File: src/rtl/seq_shift_left.sv
// Multi-cycle logical left shifter (SLL) with a start/busy/done handshake.
// Each clock applies one power-of-two barrel stage, so a 32-bit shift takes five stages.
module seq_shift_left #(
  parameter int unsigned WIDTH    = 32,
  parameter logic [5:0]  SLL_CODE = 6'b000000
) (
  input  logic             clk,
  input  logic             reset,
  input  logic             start,
  input  logic [WIDTH-1:0] dataA,
  input  logic [WIDTH-1:0] dataB,
  input  logic [5:0]       Signal,
  output logic             busy,
  output logic             done,
  output logic [WIDTH-1:0] dataOut
);

  localparam int unsigned AMT_W      = 5;
  localparam int unsigned CNT_W      = 3;
  localparam int unsigned LAST_STAGE = AMT_W - 1;

  typedef enum logic {
    IDLE,
    SHIFT
  } state_t;

  state_t             state_q, state_d;
  logic [CNT_W-1:0]   cnt_q, cnt_d;
  logic [WIDTH-1:0]   acc_q, acc_d;
  logic [AMT_W-1:0]   amt_q, amt_d;
  logic               busy_q, busy_d;
  logic               done_q, done_d;
  logic [WIDTH-1:0]   dataout_q, dataout_d;

  logic [AMT_W-1:0]   stage_sel;
  logic [AMT_W-1:0]   stage_dist;
  logic [WIDTH-1:0]   stage_res;

  // Only the low five bits of dataB carry the shift amount.
  logic unused_datab;
  assign unused_datab = ^dataB[WIDTH-1:AMT_W];

  // Current barrel stage: shift by 2^cnt when that amount bit is set.
  always_comb begin
    stage_sel  = AMT_W'(1) << cnt_q;
    stage_dist = stage_sel;
    stage_res  = |(amt_q & stage_sel) ? (acc_q << stage_dist) : acc_q;
  end

  // Next-state and output logic.
  always_comb begin
    state_d   = state_q;
    cnt_d     = cnt_q;
    acc_d     = acc_q;
    amt_d     = amt_q;
    busy_d    = busy_q;
    done_d    = 1'b0;
    dataout_d = dataout_q;

    case (state_q)
      IDLE: begin
        if (start) begin
          // A non-SLL code still runs the full latency but yields zero.
          if (Signal == SLL_CODE) begin
            acc_d = dataA;
            amt_d = dataB[AMT_W-1:0];
          end else begin
            acc_d = '0;
            amt_d = '0;
          end
          cnt_d   = '0;
          busy_d  = 1'b1;
          state_d = SHIFT;
        end
      end

      SHIFT: begin
        acc_d = stage_res;
        cnt_d = cnt_q + CNT_W'(1);
        if (cnt_q == CNT_W'(LAST_STAGE)) begin
          dataout_d = stage_res;
          done_d    = 1'b1;
          busy_d    = 1'b0;
          cnt_d     = '0;
          state_d   = IDLE;
        end
      end

      default: begin
        state_d = IDLE;
        busy_d  = 1'b0;
        cnt_d   = '0;
      end
    endcase
  end

  // State register with synchronous reset.
  always_ff @(posedge clk) begin
    if (reset) begin
      state_q   <= IDLE;
      cnt_q     <= '0;
      acc_q     <= '0;
      amt_q     <= '0;
      busy_q    <= 1'b0;
      done_q    <= 1'b0;
      dataout_q <= '0;
    end else begin
      state_q   <= state_d;
      cnt_q     <= cnt_d;
      acc_q     <= acc_d;
      amt_q     <= amt_d;
      busy_q    <= busy_d;
      done_q    <= done_d;
      dataout_q <= dataout_d;
    end
  end

  assign busy    = busy_q;
  assign done    = done_q;
  assign dataOut = dataout_q;

endmodule

File: config.mk
export PLATFORM = sky130hd
export DESIGN_NAME = seq_shift_left
export DESIGN_NICKNAME = d
export VERILOG_FILES = /design/src/rtl/seq_shift_left.sv
export SDC_FILE = /design/constraint.sdc
export NUM_CORES = 1
export LEC_CHECK = 0
export ABC_AREA = 1
export CAP_MARGIN = 0
export CELL_PAD_IN_SITES_DETAIL_PLACEMENT = 0
export CELL_PAD_IN_SITES_GLOBAL_PLACEMENT = 2
export CORE_AREA = 5 5 148 122
export CTS_BUF_LIST = sky130_fd_sc_hd__clkbuf_4
export DETAILED_ROUTE_END_ITERATION = 8
export DIE_AREA = 0 0 153 127
export HOLD_SLACK_MARGIN = 0.12
export PLACE_DENSITY_LB_ADDON = 0.1
export SETUP_SLACK_MARGIN = 0.05
export SLEW_MARGIN = 20
export SYNTH_ARGS = -nofsm -noshare
export SYNTH_HDL_FRONTEND = slang
export SYNTH_SLANG_ARGS = --single-unit
File: constraint.sdc
create_clock -name clk -period 5.9 [get_ports clk]
set_input_delay 1.18 -clock clk [delete_from_list [all_inputs] [get_ports clk]]
set_output_delay 1.18 -clock clk [all_outputs]
set_load 0.01 [all_outputs]
Run 1, cells coloured by class:
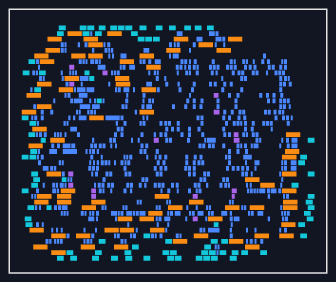
| colour | class | cells | share of their area |
|---|---|---|---|
| cyan | remaining buffers and delay cells | 86 | 15% |
| blue | combinational and other logic | 608 | 55% |
| purple | clock drivers and dummy loads | 16 | 2.2% |
| orange | sequential cells | 75 | 27% |

Run 1, wire density map:
31 x 25 tiles, from dark blue (low) to red (high), scaled to the fullest tile. Values are wire area over tile area, all layers added.
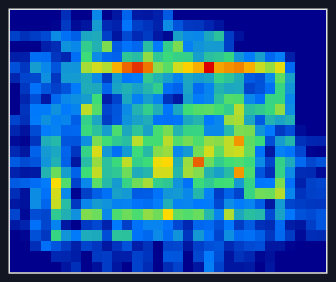
fullest tile: 0.58
tiles over half the peak: 14%
densest ninth of the die: centre
mean over tiles: 0.15
nearly empty tiles: 16%

Run 1, clock routing:
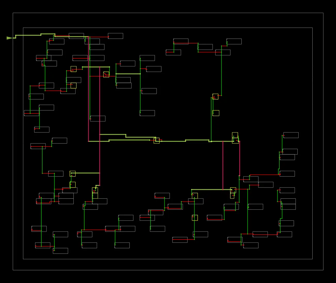
clk ins delay skew pair: 470 ps
Clock Power: 301 µW
CTS Sinks: 75

==> impl_metrics.csv, run 1 <==
group,metric,value,unit
timing,fmax,0.277,GHz
placement,post_dp_cell_area,5630,µm²
cells_and_area,diodes,0,
cells_and_area,fin_nets,858,
critical_path,crit_path_start_kind,"register",
timing,hold_viol_final,0,
critical_path,crit_buf_inv,2,
cells_and_area,stdcell_area,5760,µm²
yosys,synthArstFlopShare,0,
critical_path,crit_required,6280,ps
detailed_routing,ant_nets,0,
clock_network,clockRootBuffer,"clkbuf_4",
placement,gp_congestion,0.910,
clock_network,postCtsSetupBuffers,0,
timing,report.final.slew_viol_count,0,
die,die_y,127,µm
critical_path,cpPeakStageDelay,590,ps
detailed_routing,dr.pass1.iters,5,
die,core,16300,µm²
timing,post-route-period-util,0.612,
timing,setup_viol,0,
yosys,ff_type,"dfxtp_1",
clock_network,htree_levels,3,
timing,rsz0062_at_grt,"false",
cells_and_area,drive_above_1_share,0.0548,
yosys,syn-num-nets,824,
detailed_routing,top_layer,"met4",
critical_path,rr_endpoint,"acc_q[13]$_SDFFE_PP0P_",
detailed_routing,drc,0,
power,ir_drop,0.0000820,V
clock_network,cts_hold_buf,0,
detailed_routing,wl_met3,982,µm
cells_and_area,fill_cells,1863,
critical_path,crit_type,"reg2reg",
detailed_routing,met2WireLength,7.86,mm
die,ios,107,
critical_path,path_max_fanout,35,
die,floorplan.core_util,0.296,
cells_and_area,syn2layout_area_growth,19.5,%
global_route,grt_max_degree,40,
yosys,most_common_cell,"nand3_1",
detailed_routing,wirelength,18.4,mm
detailed_routing,post_drt_wl_per_cell,18.3,µm
critical_path,slowest_stage,"nor2_4",
yosys,yosys.area.top_type,"dfxtp_1",
placement,dp_hpwl,13.5,mm
detailed_routing,drtIter0Drc,410,
clock_network,cts_resized,0,
timing,worstMarginPinSlew,1020,ps
die,die_w,153,µm
timing,min_period,3610,ps
critical_path,startpoint,"cnt_q[2]$_SDFFE_PP0P_",
yosys,synth-area-yosys,4820,µm²
yosys,top_cell_area_share,0.312,
min_path,min_path_cells,2,
detailed_routing,vias,5452,
critical_path,rrSetupSlack,2290,ps
clock_network,tritoncts,"built",
timing,totalNegativeSetupSlack,0,ps
critical_path,cpLargestDelayFamily,"simple AND/OR/NAND/NOR gates",
die,num_rows,42,
flow_run,warnings,56,
status,outcome,"complete, no violations",
detailed_routing,drt-met1-wl,9.32,mm
yosys,yosysWarnings,0,
yosys,ys_ff,75,
clock_network,clockBufferDepth,2,
global_route,grt-ovfl-total,0,
power,leakage,0.00225,µW
yosys,netlist_instances,746,
clock_network,path_clk_slew,140,ps
cells_and_area,seq_area,1500,µm²
detailed_routing,viasPerCell,5.42,
global_route,grt_antenna_before_repair,0,
die,dieArea,19400,µm²
critical_path,r2r_cells,11,
global_route,grt_first_pass_wirelength,28.8,mm
critical_path,crit_path_end_kind,"register",
critical_path,path_cells,"inv_2 > nand2_4 > inv_2 > nand2_2 > nand2_4 > nor2_8 > nor2_4 > nand3_1 > nand2_1 > nand2_1 > a21oi_1",
critical_path,endpoint,"acc_q[13]$_SDFFE_PP0P_",
-- run 1: layout by cell type, fill, tap and decap left out, drive strengths merged, types with 6 or more instances in the layout --
cell type / netlist / final
nand3: 280 / 280
nand2: 210 / 210
clkdlybuf4s50: 0 / 79
dfxtp: 75 / 75
a21oi: 39 / 39
a32oi: 30 / 30
nor2: 19 / 19
clkbuf: 32 / 11
inv: 11 / 11
buf: 31 / 7
o21ai: 6 / 6
-- run 1: power by group --
group	leakage, µW	internal (µW)	switching (µW)
registers	0.000606	513	6.21
logic	0.00158	72.3	154
clock network	0.0000635	97.4	204
total	0.00225	683	363
-- run 1: layout make-up --
class | count | share of cell area
Multi-Input combinational cell | 596 | 0.516
Sequential cell | 75 | 0.261
Timing Repair Buffer | 86 | 0.147
Tap cell | 220 | 0.0478
Clock buffer | 11 | 0.0143
Inverter | 12 | 0.00783
Clock inverter | 5 | 0.00652
-- run 1: logic make-up (layout without fill, tap and decap cells) --
kind of cell | Yosys count | after routing | share of synthesized area
simple gates | 510 | 510 | 0.488
fa+ha+maj | 5 | 5 | 0.0130
compound gates | 81 | 81 | 0.112
flops | 75 | 75 | 0.312
buf+inv | 75 | 114 | 0.0756
-- run 1: through the flow --
step / setup slack, ps / utilization / total power (µW) / instances / hold slack [ps]
after floorplan: 3620 / - / 683 / 746 / 474
after global placement: 2200 / 0.346 / 756 / 989 / 462
after detailed placement: 2160 / 0.346 / 756 / 989 / 463
after CTS: 2110 / 0.353 / 1060 / 1005 / 484
after global routing: 1980 / 0.353 / 1100 / 1005 / 500
final: 2290 / 0.353 / 1050 / 1005 / 479
-- run 1: worst min-delay path by stage --
stage,from,to,slack (ps)
detailed placement,dataOut[0]$_SDFFE_PP0P_,dataOut[0]$_SDFFE_PP0P_,460
global route,dataOut[11]$_SDFFE_PP0P_,dataOut[11]$_SDFFE_PP0P_,500
CTS,dataOut[18]$_SDFFE_PP0P_,dataOut[18]$_SDFFE_PP0P_,480
finish,dataOut[18]$_SDFFE_PP0P_,dataOut[18]$_SDFFE_PP0P_,480
global placement,dataOut[19]$_SDFFE_PP0P_,dataOut[19]$_SDFFE_PP0P_,460
floorplan,cnt_q[1]$_SDFFE_PP0P_,cnt_q[1]$_SDFFE_PP0P_,470
-- run 1: sequential cells by signal, summed over array words and instances (netlist names) --
register,flops
cnt_q,3
dataOut,32
state_q,1
done,1
amt_q,5
busy,1
acc_q,32
-- run 1: layer usage --
metal | track usage | vias up
li1 | - | 2679
met1 | 0.278 | 2610
met3 | 0.0392 | 16
met2 | 0.274 | 147
met5 | 0 | -
met4 | 0.0466 | 0
-- run 1: tightest hold or removal path, stage by stage, from the launching register on --
cell and delay, ps:
dfxtp_1 330, nand3_1 70, nand2_1 50
Run 1, clock wires, drivers and flops:
Scale bar: 50 µm.
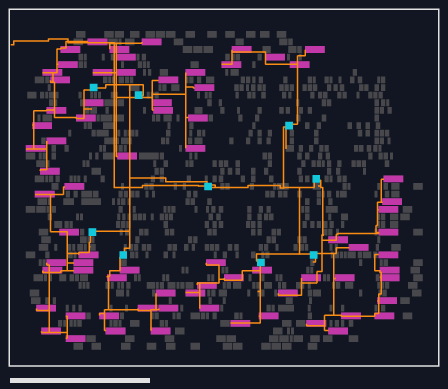

==> inputs of run 2 (changes only) <==
--- a/config.mk
+++ b/config.mk
@@ -9,10 +9,10 @@
 export CAP_MARGIN = 0
 export CELL_PAD_IN_SITES_DETAIL_PLACEMENT = 0
 export CELL_PAD_IN_SITES_GLOBAL_PLACEMENT = 2
-export CORE_AREA = 5 5 148 122
+export CORE_AREA = 5 5 153 126
 export CTS_BUF_LIST = sky130_fd_sc_hd__clkbuf_4
 export DETAILED_ROUTE_END_ITERATION = 8
-export DIE_AREA = 0 0 153 127
+export DIE_AREA = 0 0 158 131
 export HOLD_SLACK_MARGIN = 0.12
 export PLACE_DENSITY_LB_ADDON = 0.1
 export SETUP_SLACK_MARGIN = 0.05
==> constraint.sdc (replaced) <==
create_clock -name clk -period 3.38 [get_ports clk]
set_input_delay 0.676 -clock clk [delete_from_list [all_inputs] [get_ports clk]]
set_output_delay 0.676 -clock clk [all_outputs]
set_load 0.01 [all_outputs]
Run 2, clock wires, drivers and flops:
Scale bar: 50 µm.
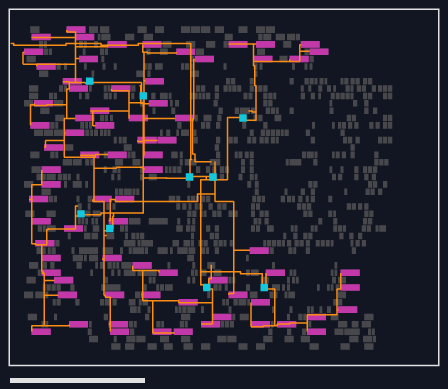
[magenta] flip-flops | count: 75
[orange] clock wires | length: 1,290 µm
[cyan] clock drivers | count: 9
routed clock nets: 10
Setup Skew: 29.0 ps
Clock Power: 559 µW
clock share of power: 0.298

Run 2, metal 4:
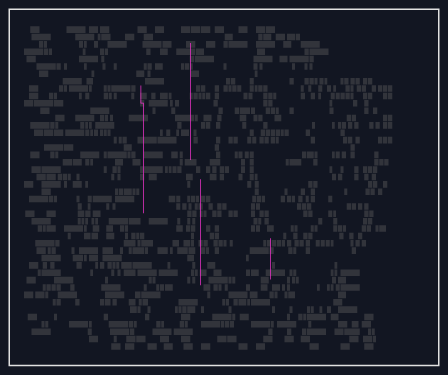
nets with wire on the layer: 3
share of all routed wire: 0.73%
wire length on this layer: 144 µm
main direction: vertical
longest straight run: 42.8 µm

Run 2, wire density map:
32 x 26 tiles, from dark blue (low) to red (high), scaled to the fullest tile. Values are wire area over tile area, all layers added.
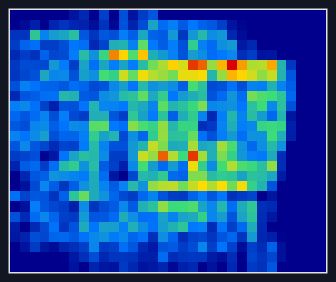
emptiest ninth of the die: south-east
densest ninth of the die: centre
mean over tiles: 0.15
fullest tile: 0.66
tiles over half the peak: 9.7%
Total GRT Usage: 0.195
Total Wirelength: 19.8 mm
routed len/inst: 19.3 µm
Vias: 5,446

==> impl_metrics.csv, run 2 <==
group,metric,value,unit
cells_and_area,lay_top_count,"nand3_1",
timing,min_period,2500,ps
critical_path,r2r_cells,11,
global_route,use_met3,0.0533,
yosys,topCellsByArea,"dfxtp_1 (31%), nand3_1 (29%), nand2_1 (16%)",
critical_path,crit_path_start_kind,"register",
detailed_routing,dr.pass1.iters,5,
yosys,yosysUniqueCellTypes,25,
min_path,hold_class,"reg2reg",
placement,numPlacedInstances,1011,
cells_and_area,most-common-layout-cells,"nand3_1 (279), nand2_1 (205), clkdlybuf4s50_1 (79), dfxtp_1 (75), a21oi_1 (39)",
min_path,hold_start,"dataOut[0]$_SDFFE_PP0P_",
global_route,grt_antenna_before_repair,0,
cells_and_area,syn2layout_area_growth,22.1,%
global_route,busiest_layer,"met1",
timing,totalNegativeSetupSlack,0,ps
die,die_w,158,µm
clock_network,path_clk_slew,170,ps
min_path,min_path_cells,2,
cells_and_area,drive_above_1_share,0.0665,
clock_network,clockBufferDepth,2,
power,power.density,319,nW/µm²
status,outcome,"complete, no violations",
critical_path,crit_path_end_kind,"register",
timing,worstMarginPinSlew,777,ps
yosys,most_common_cell,"nand3_1",
flow_run,warnings,56,
die,die_y,131,µm
yosys,synth_stat.cells,746,
global_route,grtUsageMet2,0.275,
critical_path,path_cells,"inv_1 > ha_1 > buf_4 > nand3_1 > nand3_1 > nand3_1 > a21oi_1 > nand2_1 > nand3_1 > nand2_1 > a21oi_1",
yosys,yosys.area.top_type,"dfxtp_1",
power,p_total,1880,µW
timing,setup_viol,0,
clock_network,clockRootBuffer,"clkbuf_4",
critical_path,rrSetupSlack,880,ps
critical_path,cpPeakStageDelay,410,ps
detailed_routing,drtIter0Drc,524,
placement,post_dp_cell_area,5760,µm²
clock_network,clkLatencyLatePin,470,ps
critical_path,slowest_stage,"buf_4",
timing,rsz0062_at_grt,"false",
yosys,top_cell_area_share,0.312,
die,dieArea,20700,µm²
yosys,netlist_instances,746,
die,floorplan.core_util,0.273,
yosys,ys_ff,75,
yosys,syn-num-nets,824,
cells_and_area,stdcell_area,5880,µm²
critical_path,cpMostUsedCell,"nand3_1",
clock_network,clock-sinks,75,
global_route,grt_first_pass_wirelength,31.3,mm
die,core,17700,µm²
yosys,synth-area-yosys,4820,µm²
timing,post-route-period-util,0.740,
detailed_routing,viasPerCell,5.30,
die,num_rows,44,
critical_path,crit_required,3770,ps
global_route,grt_max_degree,40,
detailed_routing,ant_nets,0,
clock_network,htree_levels,3,
timing,holdWs,481,ps
die,ios,107,
critical_path,reg2reg_from,"cnt_q[1]$_SDFFE_PP0P_",
detailed_routing,drc,0,
clock_network,cts_resized,0,
yosys,synthArstFlopShare,0,
critical_path,startpoint,"cnt_q[1]$_SDFFE_PP0P_",
placement,dp_hpwl,14.6,mm
timing,relSlewSlack,0.479,
timing,hold_viol_final,0,
clock_network,postCtsSetupBuffers,0,
critical_path,crit_type,"reg2reg",
global_route,met1_usage,0.297,
cells_and_area,finalNonFillerCells,1027,
power,leakage,0.00233,µW
clock_network,tritoncts,"built",
critical_path,path_max_fanout,31,
placement,gp_congestion,0.877,
global_route,grt-ovfl-total,0,
yosys,yosysWarnings,0,
timing,report.final.slew_viol_count,0,
timing,fmax,0.400,GHz
clock_network,cts_hold_buf,0,
cells_and_area,fin_nets,870,
cells_and_area,diodes,0,
yosys,syn_area,4820,µm²
power,ir_drop,0.000149,V
yosys,ff_type,"dfxtp_1",
## run 2: netlist changes by cell type in the layout (fill, tap and decap cells not counted), sizes merged
cell,previous run,this run
inv,11,14
clkinvlp,2,0
clkbuf,11,9
buf,7,19
clkinv,4,5
## run 2: worst max-delay path, delay by kind of cell (launching register included)
family	cells	cell delay, ps
AOI/OAI and AO/OA	2	390
adders and majority gates	1	330
buffers and inverters	2	490
DFF	1	370
and+or+nand+nor	6	830
## run 2: path summary, 6_finish.rpt
check,end
max,acc_q[23]$_SDFFE_PP0P_
min,dataOut[0]$_SDFFE_PP0P_
max reg2reg,acc_q[23]$_SDFFE_PP0P_
min reg2reg,dataOut[0]$_SDFFE_PP0P_
## run 2: report_power, final
| group | leakage (µW) | internal, µW | switching, µW |
|---|---|---|---|
| combinational | 0.00165 | 140 | 270 |
| clock | 0.0000741 | 164 | 395 |
| sequential | 0.000606 | 896 | 12.6 |
## run 2: area by class of cell
class	instances	area, µm²
fillers	1911	11800
multi-input cells	596	2960
flip-flops and latches	75	1500
repair buffers	98	958
well taps	230	288
clock buffers	9	67.6
clock inverters	7	58.8
inverters	12	45.0
## run 2: layer usage
| metal | vias to the layer above | wire length (µm) |
|---|---|---|
| li1 | 2706 | - |
| met1 | 2563 | 10200 |
| met2 | 167 | 8040 |
| met3 | 10 | 1420 |
| met4 | 0 | 144 |
| met5 | - | 0 |
## run 2: kinds of logic after synthesis
logic type                 after synthesis  share of synthesized area
and+or+nand+nor                        510                      0.488
buffers and inverters                   75                     0.0756
adders and majority gates                5                     0.0130
DFF                                     75                      0.312
AOI/OAI and AO/OA                       81                      0.112
## run 2: metrics by stage
step / utilization / setup slack (ps)
2_1_floorplan: - / 1440
3_3_place_gp: 0.326 / 697
3_5_place_dp: 0.326 / 627
4_1_cts: 0.333 / 870
5_1_grt: 0.333 / 624
6_report: 0.333 / 877
Run 2, cells coloured by class:
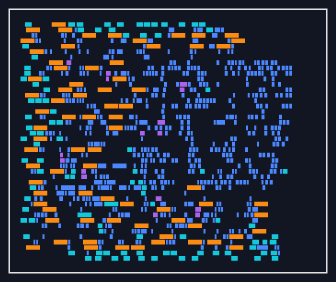

==> inputs of run 3 (changes only) <==
==> constraint.sdc (replaced) <==
create_clock -name clk -period 2.6 [get_ports clk]
set_input_delay 0.52 -clock clk [delete_from_list [all_inputs] [get_ports clk]]
set_output_delay 0.52 -clock clk [all_outputs]
set_load 0.01 [all_outputs]
Run 3, cells coloured by class:
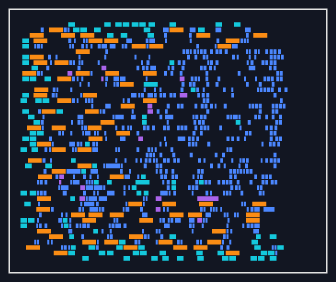
| colour | class | cells | share of their area |
|---|---|---|---|
| blue | combinational and other logic | 609 | 53% |
| orange | sequential cells | 75 | 26% |
| purple | clock drivers and dummy loads | 16 | 2.5% |
| cyan | remaining buffers and delay cells | 106 | 18% |
final core occ: 0.338
fin area: 5980 µm²
site row count: 44
core area: 17,700 µm²
flop share of the area: 0.251

Run 3, clock routing:
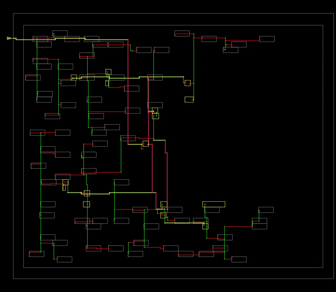
# clk buffers: 9
Clock Power: 798 µW
Setup Skew: 22.1 ps
clk ins delay skew pair: 460 ps

==> impl_metrics.csv, run 3 <==
group,metric,value,unit
status,outcome,"complete, no violations",
power,p_int,1650,µW
global_route,grt_pass1_vias,5322,
yosys,syn-num-nets,824,
critical_path,crit_path_start_kind,"register",
clock_network,path_clk_slew,150,ps
detailed_routing,post_drt_wl_per_cell,19.1,µm
global_route,grt_antenna_before_repair,1,
global_route,grt_max_degree,40,
cells_and_area,drive_above_1_share,0.0769,
timing,setup_viol,0,
cells_and_area,fin_nets,879,
clock_network,clockBufferDepth,2,
flow_run,maxCapViolCount,0,
cells_and_area,logic_area,2980,µm²
critical_path,crit_path_end_kind,"register",
timing,rsz0062_at_grt,"false",
timing,relSlewSlack,0.593,
critical_path,reg2reg_from,"cnt_q[0]$_SDFFE_PP0P_",
yosys,yosysWarnings,0,
yosys,synth-area-yosys,4820,µm²
critical_path,slowest_stage,"dfxtp_1",
global_route,track_usage,0.195,
detailed_routing,dr.pass1.iters,6,
clock_network,cts_made_buffers,9,
yosys,ys_seq_frac,0.312,
cells_and_area,syn2layout_area_growth,24.1,%
yosys,yosysUniqueCellTypes,25,
global_route,grt-ovfl-total,0,
timing,holdWs,479,ps
global_route,grt_first_pass_wirelength,31.1,mm
placement,portBuffers,79,
yosys,ff_type,"dfxtp_1",
timing,min_period,2350,ps
yosys,edf_count,0,
die,die_y,131,µm
timing,fmax,0.426,GHz
yosys,most_common_cell,"nand3_1",
yosys,synth_stat.cells,746,
die,dieArea,20700,µm²
power,power.density,421,nW/µm²
timing,totalNegativeSetupSlack,0,ps
critical_path,cpMostUsedCell,"nand2_1",
critical_path,r2r_cells,14,
critical_path,cpPeakStageDelay,400,ps
timing,worstMarginPinSlew,610,ps
clock_network,clockRootBuffer,"clkbuf_4",
clock_network,htree_levels,3,
yosys,ys_ff,75,
min_path,hold_class,"reg2reg",
power,p_seq_frac,0.469,
yosys,syn_avg_cell_area,6.46,µm²
critical_path,crit_required,2960,ps
timing,report.final.slew_viol_count,0,
min_path,min_path_cells,2,
critical_path,path_max_fanout,14,
detailed_routing,drtIter0Drc,515,
yosys,yosys-top-cells-count,"nand3_1 (279), nand2_1 (205), dfxtp_1 (75)",
detailed_routing,wirelength,19.9,mm
cells_and_area,lay_top_count,"nand3_1",
detailed_routing,vias,5502,
clock_network,clock-sinks,75,
clock_network,tritoncts,"built",
yosys,yosys.area.top_type,"dfxtp_1",
critical_path,crit_type,"reg2reg",
placement,dp_hpwl,14.5,mm
min_path,min_to,"dataOut[0]$_SDFFE_PP0P_",
power,p_comb_frac,0.215,
timing,post-route-period-util,0.902,
critical_path,rrSetupSlack,250,ps
power,p_total,2520,µW
timing,hold_viol_final,0,
power,leakage,0.00238,µW
cells_and_area,most-common-layout-cells,"nand3_1 (278), nand2_1 (205), clkdlybuf4s50_1 (79), dfxtp_1 (75), a21oi_1 (39)",
critical_path,arrival,2700,ps
die,die_w,158,µm
placement,gp_congestion,0.844,
cells_and_area,seq_area,1500,µm²
power,ir_drop,0.000216,V
detailed_routing,ant_nets,0,
cells_and_area,fill_cells,1936,
yosys,topCellsByArea,"dfxtp_1 (31%), nand3_1 (29%), nand2_1 (16%)",
yosys,netlist_instances,746,
min_path,hold_start,"dataOut[0]$_SDFFE_PP0P_",
die,floorplan.core_util,0.273,
yosys,synthArstFlopShare,0,
flow_run,warnings,56,
detailed_routing,viasPerCell,5.31,
die,ios,107,
yosys,syn_area,4820,µm²
power,p_switching,866,µW
power,swShare,0.344,
detailed_routing,drc,0,
yosys,top_cell_area_share,0.312,
critical_path,rr_endpoint,"acc_q[19]$_SDFFE_PP0P_",
critical_path,path_cells,"inv_1 > ha_2 > nand2_4 > inv_2 > nand2_1 > nand3_2 > nor2_8 > buf_4 > nor2_8 > buf_4 > a22oi_1 > nand2_1 > nand2_1 > a21oi_1",
power,pwr-share-clk,0.317,
Run 3, wire density map:
32 x 26 tiles, from dark blue (low) to red (high), scaled to the fullest tile. Values are wire area over tile area, all layers added.
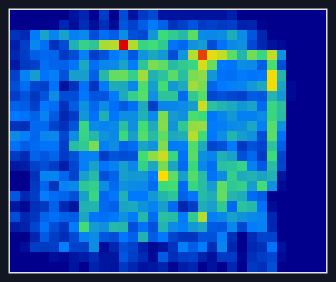
mean over tiles: 0.15
fullest tile: 0.69
emptiest ninth of the die: south-east

-- run 3: cell counts after synthesis --
No cell type changed its count.
-- run 3: worst max-delay path by stage --
stage	endpoint	slack (ps)	cells after the start	from
finish	acc_q[19]$_SDFFE_PP0P_	250	14	cnt_q[0]$_SDFFE_PP0P_
global placement	acc_q[25]$_SDFFE_PP0P_	100	12	cnt_q[0]$_SDFFE_PP0P_
CTS	acc_q[25]$_SDFFE_PP0P_	50	12	cnt_q[0]$_SDFFE_PP0P_
global route	acc_q[25]$_SDFFE_PP0P_	80	12	cnt_q[0]$_SDFFE_PP0P_
detailed placement	acc_q[25]$_SDFFE_PP0P_	80	12	cnt_q[0]$_SDFFE_PP0P_
floorplan	acc_q[20]$_SDFFE_PP0P_	660	10	cnt_q[2]$_SDFFE_PP0P_
-- run 3: critical path, delay by kind of cell, from the launching register on --
kind | cells | cell delay [ps]
flip-flops | 1 | 400
buffers and inverters | 4 | 570
adder cells (fa/ha/maj) | 1 | 260
AND/OR/NAND/NOR | 7 | 810
AND-OR/OR-AND | 2 | 200
-- run 3: stage by stage --
| stage | cell area [µm²] | setup slack (ps) | instances |
|---|---|---|---|
| after floorplan | 4820 | 660 | 746 |
| after global placement | 5790 | 102 | 1016 |
| after detailed placement | 5790 | 82.1 | 1016 |
| after CTS | 5940 | 54.4 | 1032 |
| after global routing | 5980 | 80.6 | 1037 |
| final | 5980 | 255 | 1037 |
-- run 3: cell type report --
class                           instances  share of cell area
Antenna cell                            1            0.000418
Clock buffer                            9              0.0113
Clock inverter                          7              0.0126
Inverter                               12             0.00753
Multi-Input combinational cell        597               0.499
Sequential cell                        75               0.251
Tap cell                              230              0.0481
Timing Repair Buffer                  106               0.170
-- run 3: cells by family (layout without fill, tap and decap cells) --
logic type      count (synthesis)  count (layout)  synth area share
simple gates                  510             511             0.488
compound gates                 81              81             0.112
flops                          75              75             0.312
buf+inv                        75             134            0.0756
fa+ha+maj                       5               5            0.0130
other cells                     0               1                 0
-- run 3: metal layers --
metal	vias up	global-route usage	wire, µm
met5	-	0	0
met4	0	0.0311	165
met3	14	0.0458	1210
met2	177	0.281	8220
met1	2579	0.297	10300
li1	2732	-	-
-- run 3: repair_timing --
action | CTS | global route
setup endpoints to repair | 0 | 49
gates resized | 0 | 3
hold buffers | 0 | 0
setup buffers | 0 | 3
endpoints found under the hold margin | 0 | 0
-- run 3: power groups by stage --
stage          combinational, µW  sequential [µW]  clock (µW)
2_1_floorplan                349             1200           0
3_3_place_gp                 529             1210           0
3_5_place_dp                 531             1210           0
4_1_cts                      533             1180         832
5_1_grt                      598             1180         880
6_report                     541             1180         798
Power is estimated from default activity; no workload was simulated.
